--- src/rtl/multicycle_control.sv ---
// multicycle_control: main control FSM for a multi-cycle datapath.
// It steps through FETCH, DECODE, EXECUTE, MEMORY and WRITEBACK using the
// IR opcode, and drives the datapath mux selects, the PC/IR/register write
// enables and the memory strobes. Memory accesses wait on mem_ready.
// Ports:
//   clk, reset_n                 clock (rising edge), async active-low reset
//   opcode[5:0]                  IR[31:26]
//   alu_zero, alu_neg            ALU result flags, used for branch decisions
//   mem_ready                    the current memory access completes this cycle
//   ALUOp[1:0]                   00 ADD, 01 SUB, 10 decode by opcode
//   alu_src_a/b, pc_source       datapath mux selects
//   pc_write, ir_write, i_or_d   PC/IR load enables and memory address select
//   mem_read, mem_write          memory strobes
//   reg_write, reg_dst,
//   mem_to_reg                   register-file write controls
//   illegal                      one-cycle pulse in DECODE for an unknown opcode
//   state[3:0]                   current state (debug)
//   instr_count[CNT_W-1:0]       number of instructions fetched, wraps
// Everything except state and instr_count is decoded combinationally from the
// current state and the inputs, so reset drops the strobes asynchronously.
module multicycle_control #(
    parameter int unsigned CNT_W = 16
) (
    input  logic             clk,
    input  logic             reset_n,
    input  logic [5:0]       opcode,
    input  logic             alu_zero,
    input  logic             alu_neg,
    input  logic             mem_ready,
    output logic [1:0]       ALUOp,
    output logic [1:0]       alu_src_a,
    output logic [1:0]       alu_src_b,
    output logic [1:0]       pc_source,
    output logic             pc_write,
    output logic             ir_write,
    output logic             i_or_d,
    output logic             mem_read,
    output logic             mem_write,
    output logic             reg_write,
    output logic             reg_dst,
    output logic             mem_to_reg,
    output logic             illegal,
    output logic [3:0]       state,
    output logic [CNT_W-1:0] instr_count
);

    typedef enum logic [3:0] {
        S_RESET    = 4'd0,
        S_FETCH    = 4'd1,
        S_DECODE   = 4'd2,
        S_EXEC_R   = 4'd3,
        S_EXEC_I   = 4'd4,
        S_WB_ALU   = 4'd5,
        S_MEM_ADDR = 4'd6,
        S_MEM_RD   = 4'd7,
        S_MEM_WR   = 4'd8,
        S_WB_MEM   = 4'd9,
        S_BRANCH   = 4'd10,
        S_JUMP     = 4'd11
    } state_e;

    state_e           state_q, state_d;
    logic [CNT_W-1:0] count_q, count_d;

    logic is_rtype, is_itype, is_load, is_store, is_branch, is_jump, is_noop;
    logic abs_addr, br_taken;

    // Opcode classification.
    always_comb begin
        is_rtype  = (opcode[5:3] == 3'b010);
        is_itype  = ((opcode >= 6'b110010) && (opcode <= 6'b110111))
                    || (opcode == 6'b111001) || (opcode == 6'b111010);
        is_load   = (opcode == 6'b111011) || (opcode == 6'b111101);
        is_store  = (opcode == 6'b111100) || (opcode == 6'b111110);
        is_branch = (opcode[5:2] == 4'b1000);
        is_jump   = (opcode == 6'b000001);
        is_noop   = (opcode == 6'b000000);
        // LWI/SWI address from a zero base instead of regA
        abs_addr  = (opcode == 6'b111011) || (opcode == 6'b111100);
    end

    // Branch condition: BEQ, BNE, BLT, BLE selected by the low opcode bits.
    always_comb begin
        br_taken = 1'b0;
        unique case (opcode[1:0])
            2'b00:   br_taken = alu_zero;
            2'b01:   br_taken = ~alu_zero;
            2'b10:   br_taken = alu_neg;
            default: br_taken = alu_neg | alu_zero;
        endcase
    end

    // Next state, counter update and control outputs.
    always_comb begin
        state_d    = state_q;
        count_d    = count_q;
        ALUOp      = 2'b00;
        alu_src_a  = 2'b00;
        alu_src_b  = 2'b00;
        pc_source  = 2'b00;
        pc_write   = 1'b0;
        ir_write   = 1'b0;
        i_or_d     = 1'b0;
        mem_read   = 1'b0;
        mem_write  = 1'b0;
        reg_write  = 1'b0;
        reg_dst    = 1'b0;
        mem_to_reg = 1'b0;
        illegal    = 1'b0;

        case (state_q)
            S_RESET: begin
                state_d = S_FETCH;
            end
            S_FETCH: begin
                mem_read  = 1'b1;
                alu_src_b = 2'b01;
                if (mem_ready) begin
                    ir_write = 1'b1;
                    pc_write = 1'b1;
                    count_d  = count_q + CNT_W'(1);
                    state_d  = S_DECODE;
                end
            end
            S_DECODE: begin
                // precompute the branch target into ALUOut
                alu_src_b = 2'b11;
                if (is_rtype) begin
                    state_d = S_EXEC_R;
                end else if (is_itype) begin
                    state_d = S_EXEC_I;
                end else if (is_load || is_store) begin
                    state_d = S_MEM_ADDR;
                end else if (is_branch) begin
                    state_d = S_BRANCH;
                end else if (is_jump) begin
                    state_d = S_JUMP;
                end else begin
                    illegal = ~is_noop;
                    state_d = S_FETCH;
                end
            end
            S_EXEC_R: begin
                alu_src_a = 2'b01;
                ALUOp     = 2'b10;
                state_d   = S_WB_ALU;
            end
            S_EXEC_I: begin
                alu_src_a = 2'b01;
                alu_src_b = 2'b10;
                ALUOp     = 2'b10;
                state_d   = S_WB_ALU;
            end
            S_WB_ALU: begin
                reg_write = 1'b1;
                reg_dst   = is_rtype;
                state_d   = S_FETCH;
            end
            S_MEM_ADDR: begin
                alu_src_a = abs_addr ? 2'b10 : 2'b01;
                alu_src_b = 2'b10;
                state_d   = is_load ? S_MEM_RD : S_MEM_WR;
            end
            S_MEM_RD: begin
                mem_read = 1'b1;
                i_or_d   = 1'b1;
                if (mem_ready) begin
                    state_d = S_WB_MEM;
                end
            end
            S_MEM_WR: begin
                mem_write = 1'b1;
                i_or_d    = 1'b1;
                if (mem_ready) begin
                    state_d = S_FETCH;
                end
            end
            S_WB_MEM: begin
                reg_write  = 1'b1;
                mem_to_reg = 1'b1;
                state_d    = S_FETCH;
            end
            S_BRANCH: begin
                alu_src_a = 2'b01;
                ALUOp     = 2'b01;
                pc_source = 2'b01;
                pc_write  = br_taken;
                state_d   = S_FETCH;
            end
            S_JUMP: begin
                pc_source = 2'b10;
                pc_write  = 1'b1;
                state_d   = S_FETCH;
            end
            default: begin
                // unused encodings recover to FETCH with everything idle
                state_d = S_FETCH;
            end
        endcase
    end

    // State and counter registers.
    always_ff @(posedge clk or negedge reset_n) begin
        if (!reset_n) begin
            state_q <= S_RESET;
            count_q <= '0;
        end else begin
            state_q <= state_d;
            count_q <= count_d;
        end
    end

    assign state       = 4'(state_q);
    assign instr_count = count_q;

endmodule

--- config.mk ---
export PLATFORM = sky130hd
export DESIGN_NAME = multicycle_control
export DESIGN_NICKNAME = d
export VERILOG_FILES = /design/src/rtl/multicycle_control.sv
export SDC_FILE = /design/constraint.sdc
export NUM_CORES = 1
export LEC_CHECK = 0
export CORE_ASPECT_RATIO = 0.9
export CORE_MARGIN = 3
export CORE_UTILIZATION = 35
export CTS_CLUSTER_SIZE = 8
export DETAILED_ROUTE_END_ITERATION = 7
export SYNTH_ARGS = -nofsm -noshare
export SYNTH_HDL_FRONTEND = slang
export SYNTH_SLANG_ARGS = --single-unit
--- constraint.sdc ---
create_clock -name clk -period 3.5 [get_ports clk]
set_input_delay 0.525 -clock clk [delete_from_list [all_inputs] [get_ports clk]]
set_output_delay 0.525 -clock clk [all_outputs]
set_load 0.01 [all_outputs]
==> flow_summary_export.csv, run 1 <==
group,metric,value,unit
layout,inv_count,4,
synthesis,post_synthesis_mux_area_share,0,%
clock_network,postCtsResizedCells,0,
clock_network,cts-htree-levels,1,
power_and_ir_drop,power.internal,0.692,mW
drt,drt_first_pass_iters,4,
drt,remaining_drc_errors,0,
final_timing,final_cycle_share,83.9,%
global_routing,grt_start_max_net_pins,21,
layout,numSequentialCells,20,
layout,final-seq-area,500,µm²
clock_network,cts_tree,"done",
setup_path,critical_path.most_common_cell,"sky130_fd_sc_hd__clkdlybuf4s50_1",
min_path,worstHoldPathType,"reg2reg",
final_timing,worst_slack_setup_final,0.564,ns
drt,detailed_router_s_first_iteration_violation_count,70,
drt,route.vias.total,1349,
synthesis,synthAoiAreaFrac,14.5,%
layout,post_route_cells_drive_above_1_share,4.95,%
synthesis,synth-async-reset-ratio,100,%
final_timing,grt_setup_unrepaired,"false",
final_timing,maxSlewHeadroom,40.7,%
flow_run,tool_warnings,26,
setup_path,cp_data_arrival_time,2.41,ns
power_and_ir_drop,power.share.switching,40.2,%
setup_path,slowest_delay,0.59,ns
floorplanning,fp-row-count,20,
power_and_ir_drop,power.density,611,nW/µm²
global_routing,globalRoute.totalOverflow,0,
clock_network,post_cts_hold_buffer_count,0,
setup_path,path_class,"in2out",
global_routing,grt_pass1_wl,6.08,mm
flow_run,max_cap_violations,0,
layout,dominant-cell-class,"logic gates",
global_routing,grt_antenna_before_repair,0,
power_and_ir_drop,proportion_of_power_drawn_by_flip_flops_and_latches,33.7,%
synthesis,synthesis.nets,173,
power_and_ir_drop,combinationalPower,0.594,mW
final_timing,final_period_minus_worst_setup_slack,2.94,ns
setup_path,critical_path.cell_chain,"clkdlybuf4s50_1 > nand2b_1 > o21ai_0 > a31oi_1 > o31ai_1 > clkdlybuf4s50_1",
layout,buffer_area_share,24.8,%
power_and_ir_drop,leakage_dissipation,0.784,nW
setup_path,crit_path_max_fanout,11,
clock_network,cts-buffers-inserted,3,
final_timing,slew_violations,0,
synthesis,numSynthFlops,20,
clock_network,clock_sinks,20,
synthesis,yosys.area_share.xor_xnor,10.9,%
final_timing,finalHoldViolCount,0,
final_timing,min_hold_slack,0.468,ns
synthesis,synth-adder-area-share,0.915,%
synthesis,post_synth_instance_area,1370,µm²
layout,number_of_inserted_diodes,0,
drt,drtAntennaViolNets,0,
final_timing,setup_violations,0,
layout,n_fill_cell,326,
clock_network,cts_setup_buffers,0,
layout,area.share.sequential,26.4,%
clock_network,cts-root-buf,"sky130_fd_sc_hd__clkbuf_8",
layout,flip_flop_count_of_the_largest_register_all_copies_and_words_added,16,
setup_path,critPathBufInv,2,
synthesis,synth_cell_types,41,
power_and_ir_drop,power.combinational.fraction,51.3,%
clock_network,cts.path.max_buffers,2,
synthesis,postSynthCellCount,161,
final_timing,max_clock_freq,0.341,GHz
setup_path,critical-path-slowest-cell,"sky130_fd_sc_hd__clkdlybuf4s50_1",
power_and_ir_drop,power.sequential.total,0.391,mW
layout,layout-area-overhead-vs-synth,38.7,%
floorplanning,taps,44,
global_routing,vias_in_the_first_global_route,1259,
layout,layout.non_clock_buffers,47,
power_and_ir_drop,dominant_power_group,"combinational cells",
synthesis,enable_flop_cells,0,
power_and_ir_drop,p_total,1.16,mW
layout,nClkBuffers,4,
layout,design_area_final,1900,µm²
synthesis,avgSynthCellArea,8.49,µm²
place,place.port_buffers,47,
final_timing,worst_pin_slew,0.887,ns
layout,comb_area,801,µm²
layout,layout.nets,215,
layout,most-common-layout-cells,"sky130_fd_sc_hd__clkdlybuf4s50_1 (47), sky130_fd_sc_hd__dfrtp_1 (20), sky130_fd_sc_hd__nand2_1 (15)",
synthesis,synth.yosys.warnings,0,
place,placed_cell_area,1840,µm²
drt,avgViaCountPerCell,5.48,
power_and_ir_drop,net-switching-power,0.466,mW
clock_network,cts.clk_slew.worst_paths,0.07,ns
outcome,status,"completed",
floorplanning,chip_area,4690,µm²
layout,finalCoreUtilization,53.4,%
final_timing,finalSetupTns,0,ns
place,pre_cts_ws,0.578,ns
floorplanning,floorplan.initialDensity,38.5,%
setup_path,cp_top_family,"buffers and inverters",
synthesis,synthTopLogicFamily,"simple AND/OR/NAND/NOR gates",
place,detailed_place_hpwl,2.72,mm
place,place.gp.congestion,0.825,
global_routing,grt_usage,15.9,%
layout,mi_comb_cells,127,
drt,detail_route.wl_per_cell,14.1,µm
synthesis,synth-area-yosys,1370,µm²
synthesis,seq_area_frac_synth,36.6,%
synthesis,yosys-stat-cells,161,
layout,layout.clock.cell_area_share,2.90,%
place,placed_cells_incl_taps,242,
setup_path,startpoint_type,"input port",
floorplanning,io_pins,48,
synthesis,yosys_most_used_dff,"sky130_fd_sc_hd__dfrtp_1",
synthesis,fraction_of_the_mapped_netlist_area_in_simple_logic_gates,32.2,%
drt,route.final.wire_length,3.47,mm
setup_path,worstSetupEndpointType,"output port",
setup_path,required,2.97,ns
run 1: cell families after synthesis:
logic type | after synthesis
adder cells (fa/ha/maj) | 1
AND-OR/OR-AND | 29
flip-flops | 20
buffers and inverters | 14
XOR/XNOR | 17
AND/OR/NAND/NOR | 80
run 1: per-layer routing:
layer,wire (µm),vias up,track usage (%)
li1,-,668,-
met1,1740,636,23.7
met2,1540,43,24.4
met3,172,2,1.99
met4,19,0,3.52
met5,0,-,0
run 1: synthesized netlist by cell type (all sizes together), types with 3 or more instances:
| master | count | share of area (%) |
|---|---|---|
| o21ai | 4 | 1.5 |
| nor3 | 8 | 2.9 |
| nand3 | 11 | 4.0 |
| nand2 | 16 | 4.9 |
| dfrtp | 20 | 37 |
| nor4 | 3 | 1.4 |
| xor2 | 8 | 5.1 |
| inv | 4 | 1.1 |
| clkbuf | 3 | 0.82 |
| nor2 | 14 | 3.8 |
| nand2b | 8 | 3.7 |
| and3 | 4 | 1.8 |
| a21oi | 6 | 2.2 |
| buf | 7 | 2.9 |
| a31oi | 3 | 1.4 |
| nand4 | 5 | 2.3 |
| xnor2 | 9 | 5.8 |
run 1: worst paths after layout:
path	slack, ns	from	endpoint	depth (start not counted)
setup / recovery	0.56	opcode[1]	pc_write	6
hold / removal	0.47	instr_count[15]$_DFFE_PN0P_	instr_count[15]$_DFFE_PN0P_	1
setup reg to reg	1.59	state[0]$_DFFE_PN0P_	instr_count[8]$_DFFE_PN0P_	4
hold reg to reg	0.47	instr_count[15]$_DFFE_PN0P_	instr_count[15]$_DFFE_PN0P_	1
max in group asynchronous	2.19	reset_n	instr_count[1]$_DFFE_PN0P_	1
min in group asynchronous	0.77	reset_n	instr_count[9]$_DFFE_PN0P_	1
### Selected gate families, run 1

(4 px per µm)
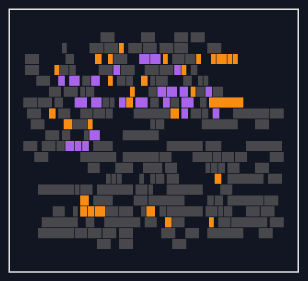
- orange: nor cells (cells 29; most used nor2_1)
- purple: aoi and oai cells (cells 23; most used a21oi_1)
count of placed standard cells in the final layout, fillers left out: 246
most frequent logic cell in the layout: sky130_fd_sc_hd__clkdlybuf4s50_1
Comb area share: 42.2%

### Floorplan with the power grid, run 1

(4 px per µm) Pins as bars on the die edge.
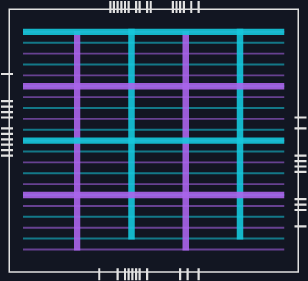
- purple: VSS
- cyan: VDD
- met4 straps: 4
- met1 rails: 21
- signal pins: 48
- rows: 20
- met5 straps: 4
worst supply voltage drop on vdd: 0.000251 V
Core Box Area: 3550 µm²
die height: 65.3 µm
die span in x: 71.9 µm

### Clock wires, drivers and flops, run 1

(4 px per µm)
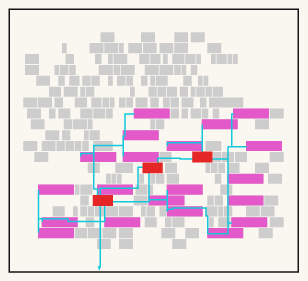
- magenta: flip-flops (count 20)
- red: clock drivers (count 3)
- cyan: clock wires (length 241 µm)
- routed clock nets: 4
worst clock skew: 0.00409 ns
clk_lat worst skew: 0.26 ns
clk pwr: 0.174 mW
clock share of power: 15.0%

### Signal wires by layer, run 1

(6 px per µm)
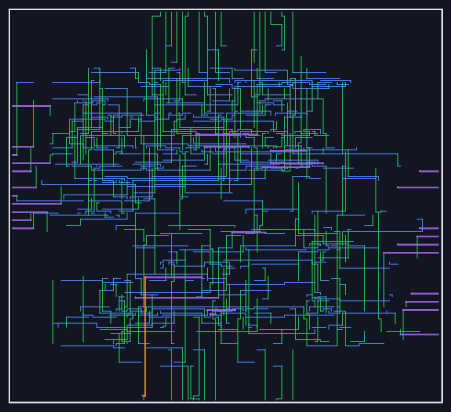

==> run 2, diff against run 1 <==
==> constraint.sdc (replaced) <==
create_clock -name clk -period 2.8 [get_ports clk]
set_input_delay 0.42 -clock clk [delete_from_list [all_inputs] [get_ports clk]]
set_output_delay 0.42 -clock clk [all_outputs]
set_load 0.01 [all_outputs]
### Signal wires by layer, run 2

(6 px per µm)
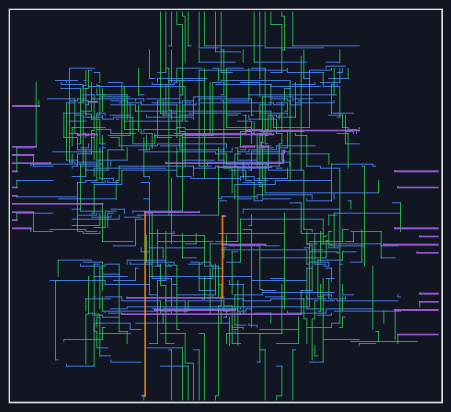
- purple: metal 3 (wire length 247 µm)
- orange: metal 4 (wire length 44.2 µm)
- green: metal 2 (wire length 1,550 µm)
- blue: metal 1 (wire length 1,760 µm)
Wirelength per Cell: 14.5 µm
Vias: 1,342
routed wire length: 3.61 mm
overall track demand over capacity in global routing: 16.7%

==> run 2 against run 1 <==
Compared with the run above: clock skew rose by 0.0058 ns; die area unchanged; first-iteration DRC count is 13% lower; global-route usage is 0.78 points higher; via count decreased by 0.52%; combinational power grew about 40%; critical endpoint is now alu_src_a[0]; largest cell class unchanged; highest routed layer unchanged.
==> flow_summary_export.csv, run 2 <==
group,metric,value,unit
global_routing,globalRoute.totalOverflow,0,
place,detailed_place_hpwl,2.79,mm
setup_path,critical-path-slowest-cell,"sky130_fd_sc_hd__clkdlybuf4s50_1",
floorplanning,chip_area,4690,µm²
clock_network,clk_lat_worst_skew,0.26,ns
floorplanning,io_pins,48,
final_timing,finalHoldViolCount,0,
layout,lay_top_count,"sky130_fd_sc_hd__clkdlybuf4s50_1",
synthesis,synth-async-reset-ratio,100,%
power_and_ir_drop,leakage_dissipation,0.810,nW
synthesis,synth.yosys.warnings,0,
drt,drt_first_pass_iters,4,
synthesis,synthesis.nets,173,
setup_path,critical_path.most_common_cell,"sky130_fd_sc_hd__clkdlybuf4s50_1",
drt,drtAntennaViolNets,0,
layout,comb_area_share,41.6,%
layout,n_fill_cell,336,
floorplanning,die.size.y,65.3,µm
place,place.gp.congestion,0.866,
setup_path,cp_data_arrival_time,2.27,ns
floorplanning,coreArea,3550,µm²
clock_network,cts-htree-levels,1,
global_routing,grt_start_max_net_pins,21,
layout,flip_flop_count_of_the_largest_register_all_copies_and_words_added,16,
layout,design_area_final,1930,µm²
clock_network,cts.clk_slew.worst_paths,0.08,ns
synthesis,enable_flop_cells,0,
setup_path,cp_top_family,"buffers and inverters",
final_timing,slew_violations,0,
drt,remaining_drc_errors,0,
layout,nClkBuffers,3,
flow_run,max_cap_violations,0,
clock_network,cts.path.max_buffers,2,
synthesis,yosys-stat-cells,161,
synthesis,seq_area_frac_synth,36.6,%
min_path,min_delay_path_depth,1,
flow_run,tool_warnings,26,
layout,post_layout_nonfiller_instances,248,
global_routing,grt_pass1_wl,6.36,mm
floorplanning,die_width,71.9,µm
floorplanning,floorplan.initialDensity,38.5,%
setup_path,cp.depth,6,
place,place.port_buffers,47,
setup_path,worstSetupEndpointType,"output port",
setup_path,crit_path_max_fanout,10,
synthesis,post_synth_instance_area,1370,µm²
synthesis,synth-area-yosys,1370,µm²
setup_path,path_class,"in2out",
layout,comb_area,803,µm²
clock_network,cts_setup_buffers,0,
clock_network,cts_tree,"done",
setup_path,critPathBufInv,2,
power_and_ir_drop,power.density,803,nW/µm²
layout,inv_count,4,
layout,layout.non_clock_buffers,49,
layout,dominant-cell-class,"logic gates",
synthesis,yosys_most_used_dff,"sky130_fd_sc_hd__dfrtp_1",
power_and_ir_drop,peakVddDrop,0.000400,V
drt,avgViaCountPerCell,5.41,
floorplanning,taps,44,
min_path,worstHoldPathType,"reg2reg",
synthesis,synth_cell_types,41,
synthesis,netlist.top_cell.by_area,"sky130_fd_sc_hd__dfrtp_1",
layout,final-seq-area,500,µm²
final_timing,grt_setup_unrepaired,"false",
layout,most-common-layout-cells,"sky130_fd_sc_hd__clkdlybuf4s50_1 (46), sky130_fd_sc_hd__dfrtp_1 (20), sky130_fd_sc_hd__nand2_1 (15)",
layout,layout.clock.cell_area_share,3.69,%
synthesis,numSynthFlops,20,
setup_path,required,2.38,ns
final_timing,worst_pin_slew,0.888,ns
final_timing,setup_violations,0,
setup_path,startpoint_type,"input port",
setup_path,rr_worst_depth,4,
synthesis,avgSynthCellArea,8.49,µm²
synthesis,yosys.area.top_type_share,36.6,%
final_timing,final_period_minus_worst_setup_slack,2.69,ns
layout,layout.nets,217,
place,placed_cells_incl_taps,244,
clock_network,cts-root-buf,"sky130_fd_sc_hd__clkbuf_8",
final_timing,maxSlewHeadroom,40.6,%
layout,area.share.sequential,25.9,%
setup_path,slowest_delay,0.65,ns
synthesis,synth.top_cells.by_area,"sky130_fd_sc_hd__dfrtp_1 (37%), sky130_fd_sc_hd__xnor2_1 (5.8%), sky130_fd_sc_hd__xor2_1 (5.1%), sky130_fd_sc_hd__nand2_1 (4.1%), sky130_fd_sc_hd__nand3_1 (4.0%)",
layout,layout-area-overhead-vs-synth,41.4,%
final_timing,final_cycle_share,96.2,%
final_timing,finalSetupTns,0,ns
synthesis,most_common_cell_in_the_synthesized_netlist,"sky130_fd_sc_hd__dfrtp_1",
layout,mi_comb_cells,127,
setup_path,worst-r2r-setup-slack,0.98,ns
synthesis,top_cells_by_count,"sky130_fd_sc_hd__dfrtp_1 (20), sky130_fd_sc_hd__nand2_1 (15), sky130_fd_sc_hd__nor2_1 (14)",
layout,post_route_cells_drive_above_1_share,6.37,%
layout,buffer_area_share,25.2,%
outcome,status,"completed",
setup_path,critical_path.cell_chain,"clkdlybuf4s50_1 > nand2_1 > o22ai_1 > nand3_1 > a31o_2 > clkdlybuf4s50_1",
synthesis,postSynthCellCount,161,
floorplanning,fp-row-count,20,
layout,number_of_inserted_diodes,0,
place,placed_cell_area,1860,µm²
final_timing,max_clock_freq,0.371,GHz
drt,detailed_router_s_first_iteration_violation_count,61,
global_routing,grt_antenna_before_repair,0,
global_routing,vias_in_the_first_global_route,1362,
### Clock routing, run 2

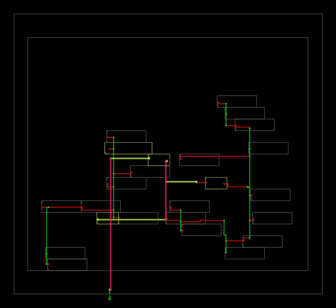
CTS Buf Count: 3
clk pwr: 0.286 mW
worst clock skew: 0.00991 ns
layout sequential cell count: 20
total number of clock tree sinks: 20

run 2: where the power goes:
part	internal [mW]	leakage (nW)	switching [mW]
clock	0.191	0.0357	0.0949
sequential	0.346	0.261	0.0909
combinational	0.416	0.513	0.415
run 2: cell families after synthesis:
group | count (synthesis) | share of synthesized area [%]
flops | 20 | 36.6
fa+ha+maj | 1 | 0.915
compound gates | 29 | 14.5
simple gates | 80 | 32.2
buf+inv | 14 | 4.85
xor+xnor | 17 | 10.9
run 2: through the flow:
stage	utilization [%]	power [mW]	hold WS (ns)	setup slack, ns
floorplan	-	0.888	0.124	0.980
global placement	52.3	1.27	0.456	0.0969
detailed placement	52.3	1.27	0.461	0.0806
CTS	54.3	1.56	0.475	0.0801
global route	54.4	1.67	0.504	0.00786
finish	54.4	1.55	0.469	0.106
run 2: worst paths after layout:
| kind | startpoint | end |
|---|---|---|
| max | opcode[0] | alu_src_a[0] |
| min reg2reg | instr_count[15]$_DFFE_PN0P_ | instr_count[15]$_DFFE_PN0P_ |
| max in group asynchronous | reset_n | instr_count[13]$_DFFE_PN0P_ |
| min | instr_count[15]$_DFFE_PN0P_ | instr_count[15]$_DFFE_PN0P_ |
| max reg2reg | state[2]$_DFFE_PN0P_ | instr_count[8]$_DFFE_PN0P_ |
| min in group asynchronous | reset_n | instr_count[8]$_DFFE_PN0P_ |
run 2: routing by layer:
metal	share of wire, %	track usage [%]
met1	49	24.2
met2	43	25.1
met3	6.9	3.06
met4	1.2	4.93
met5	0	0
run 2: timing repair:
item / 4_1_cts / 5_1_grt
gates resized: 0 / 2
hold buffers: 0 / 0
endpoints found under the setup margin: 0 / 3
hold endpoints to repair: 0 / 0
Power figures rest on the tool's default switching activity, not on a simulated workload.
